**src/rtl/register_file_pkg.sv**
```systemverilog
// Shared definitions for the register file: data width, operation codes and
// the 3-bit register index codes used by the read multiplexers.
package register_file_pkg;

  localparam int DATA_W   = 16;
  localparam int NUM_REGS = 8;

  // Operation applied to every enabled register on the rising clock edge.
  typedef enum logic [1:0] {
    FS_DEC  = 2'b00,
    FS_INC  = 2'b01,
    FS_LOAD = 2'b10,
    FS_CLR  = 2'b11
  } funsel_e;

  // Read-select codes; the numeric value is also the storage slot index.
  typedef enum logic [2:0] {
    IDX_R1 = 3'b000,
    IDX_R2 = 3'b001,
    IDX_R3 = 3'b010,
    IDX_R4 = 3'b011,
    IDX_S1 = 3'b100,
    IDX_S2 = 3'b101,
    IDX_S3 = 3'b110,
    IDX_S4 = 3'b111
  } reg_idx_e;

endpackage

```
**src/rtl/reg16_cell.sv**
```systemverilog
// One 16-bit register: decrement, increment, load or clear when enabled,
// cleared by synchronous reset regardless of enable.
module reg16_cell
  import register_file_pkg::*;
(
  input  logic              clk,
  input  logic              rst,
  input  logic              E,
  input  logic [1:0]        FunSel,
  input  logic [DATA_W-1:0] I,
  output logic [DATA_W-1:0] Q
);

  // Register update: reset wins, otherwise apply FunSel when enabled, else hold.
  // NOTE: non-blocking assignments keep every cell updating from pre-edge values,
  // so simultaneous writes and reads of the same edge never race.
  always_ff @(posedge clk) begin
    if (rst) begin
      Q <= '0;
    end else if (E) begin
      case (FunSel)
        FS_DEC:  Q <= Q - 1'b1;  // wraps 0x0000 -> 0xFFFF, borrow discarded
        FS_INC:  Q <= Q + 1'b1;  // wraps 0xFFFF -> 0x0000, carry discarded
        FS_LOAD: Q <= I;
        FS_CLR:  Q <= '0;
        default: Q <= Q;
      endcase
    end
  end

endmodule

```
**src/rtl/register_file.sv**
```systemverilog
// Eight-entry register file (R1..R4 general, S1..S4 scratch) with a shared
// operation/data bus and two independent combinational read ports.
module register_file
  import register_file_pkg::*;
(
  input  logic              clk,
  input  logic              rst,
  input  logic [DATA_W-1:0] I,
  input  logic [1:0]        FunSel,
  input  logic [3:0]        RegSel,
  input  logic [3:0]        ScrSel,
  input  logic [2:0]        OutASel,
  input  logic [2:0]        OutBSel,
  output logic [DATA_W-1:0] OutA,
  output logic [DATA_W-1:0] OutB
);

  // Slot order matches the index codes: R1..R4 in 0..3, S1..S4 in 4..7.
  logic [NUM_REGS-1:0] en;
  logic [DATA_W-1:0]   q [NUM_REGS];

  assign en = {ScrSel, RegSel};

  for (genvar g = 0; g < NUM_REGS; g++) begin : g_cell
    reg16_cell u_cell (
      .clk    (clk),
      .rst    (rst),
      .E      (en[g]),
      .FunSel (FunSel),
      .I      (I),
      .Q      (q[g])
    );
  end

  // Read port A: plain mux of current register state, no write bypass.
  // NOTE: the default assignment ahead of the case guarantees OutA is driven on
  // every path, so no latch can be inferred even if the case were incomplete.
  always_comb begin
    OutA = '0;
    case (OutASel)
      IDX_R1:  OutA = q[0];
      IDX_R2:  OutA = q[1];
      IDX_R3:  OutA = q[2];
      IDX_R4:  OutA = q[3];
      IDX_S1:  OutA = q[4];
      IDX_S2:  OutA = q[5];
      IDX_S3:  OutA = q[6];
      IDX_S4:  OutA = q[7];
      default: OutA = '0;
    endcase
  end

  // Read port B: identical structure to port A.
  always_comb begin
    OutB = '0;
    case (OutBSel)
      IDX_R1:  OutB = q[0];
      IDX_R2:  OutB = q[1];
      IDX_R3:  OutB = q[2];
      IDX_R4:  OutB = q[3];
      IDX_S1:  OutB = q[4];
      IDX_S2:  OutB = q[5];
      IDX_S3:  OutB = q[6];
      IDX_S4:  OutB = q[7];
      default: OutB = '0;
    endcase
  end

endmodule

```
**config.mk**
```make
export PLATFORM = sky130hd
export DESIGN_NAME = register_file
export DESIGN_NICKNAME = d
export VERILOG_FILES = /design/src/rtl/register_file_pkg.sv /design/src/rtl/reg16_cell.sv /design/src/rtl/register_file.sv
export SDC_FILE = /design/constraint.sdc
export NUM_CORES = 1
export LEC_CHECK = 0
export CAP_MARGIN = 40
export CORE_MARGIN = 5
export CORE_UTILIZATION = 25
export DETAILED_ROUTE_END_ITERATION = 10
export GPL_TIMING_DRIVEN = 0
export HOLD_SLACK_MARGIN = 0.08
export RECOVER_POWER = 25
export SETUP_SLACK_MARGIN = 0.3
export SYNTH_ARGS = -nofsm -noshare
export SYNTH_HDL_FRONTEND = slang
export SYNTH_SLANG_ARGS = --single-unit
export TNS_END_PERCENT = 5
```
**constraint.sdc**
```tcl
create_clock -name clk -period 10.3 [get_ports clk]
set_input_delay 3.09 -clock clk [delete_from_list [all_inputs] [get_ports clk]]
set_output_delay 3.09 -clock clk [all_outputs]
set_load 0.005 [all_outputs]
```
### Met1 routing

Scale bar: 50 um. Cells faint in the background.
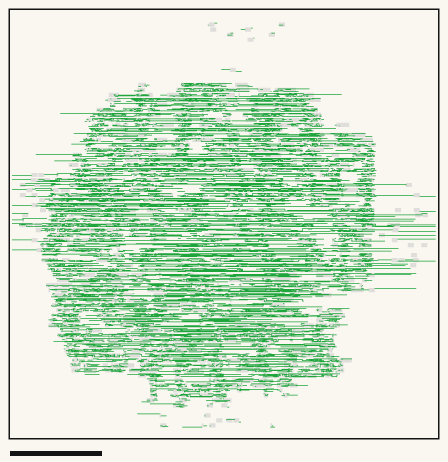
The layer holds 42% of the routed length. The layer carries 26.3 mm of wire. The wires run mostly horizontal. 1768 nets have wire on it. The longest straight run is 74.5 um.
global routing usage on met1: 30.6%
Routed WL: 62100 um
vias: 14000

### Met2 routing

Scale bar: 50 um. Cells faint in the background.
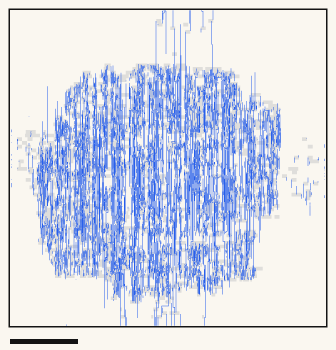
The longest straight run is 94.9 um. The layer holds 41% of the routed length.
grt met2 use: 33.0%

### The metal 3 layer

Scale bar: 50 um. Cells faint in the background.
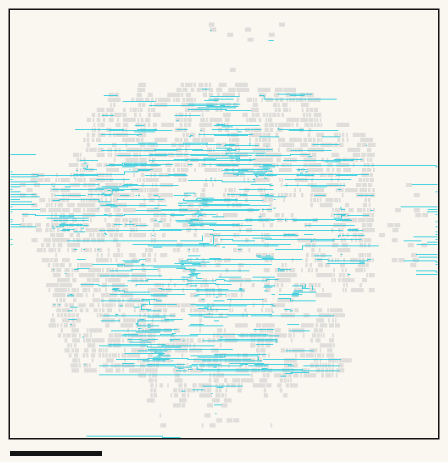
The layer holds 11% of the routed length. The layer carries 6810 um of wire. 284 nets have wire on it. The wires run mostly horizontal. The longest straight run is 93.8 um.

==> results.yml <==
# generated from flow reports
worst_setup_path:
  arrival_ns: 6.68
  reg2reg_from: "g_cell[2].u_cell.Q[6]$_SDFFE_PP0P_"
  cp_num_buf_inv: 5
  crit_end: "OutA[5]"
sta:
  fin_tns_setup_ns: 0
  setup_slack_ns: 0.527
  finalClockSkew_ns: 0.0112
  slew_viol_final: 68
status:
  status: "finished, violations left"
  violations: "capacitance limit, slew limit"
clocking:
  root_buffer: "clkbuf_16"
  post_cts_buffers: 0
grt:
  grt_usage_pct: 22.3
  grt_pass1_wl_um: 89300
  grt-ovfl-total: 0
  busiest_layer: "met2"
synthesis:
  top_cell: "nor2_1"
  synth_area_per_cell_um2: 7.67
  synth_area_um2: 12400
  netlist_instances: 1611
finish:
  final-nonclk-buf-share_pct: 7.82
  clock_area_share_pct: 3.89
  flops: 128
pwr:
  switchingPower_w: 0.000888
  power_w: 0.00218
  pwr-share-comb_pct: 41.5
  clk-power_w: 0.000624
detailed_routing:
  drc: 0
run:
  maxCapViolCount: 1
placement:
  io_buffer_count: 57
==> through the flow <==
| stage | utilization (%) | cells |
|---|---|---|
| 2_1_floorplan | - | 1611 |
| 3_3_place_gp | 28.1 | 2332 |
| 3_5_place_dp | 28.6 | 2348 |
| 4_1_cts | 29.8 | 2380 |
| 5_1_grt | 29.7 | 2380 |
| 6_report | 29.7 | 2380 |
==> worst register-to-register path, stage by stage, from the launching register on <==
cell and delay, ns:
dfxtp_1 0.54, ha_1 0.32, a21oi_1 0.20, nand2_1 0.06, o21ai_0 0.38, o21bai_1 0.19, o31a_1 0.30, o22ai_1 0.34
xnor2_1 0.14, or4b_1 0.49, a31oi_1 0.15
Power and IR drop assume default switching activity.
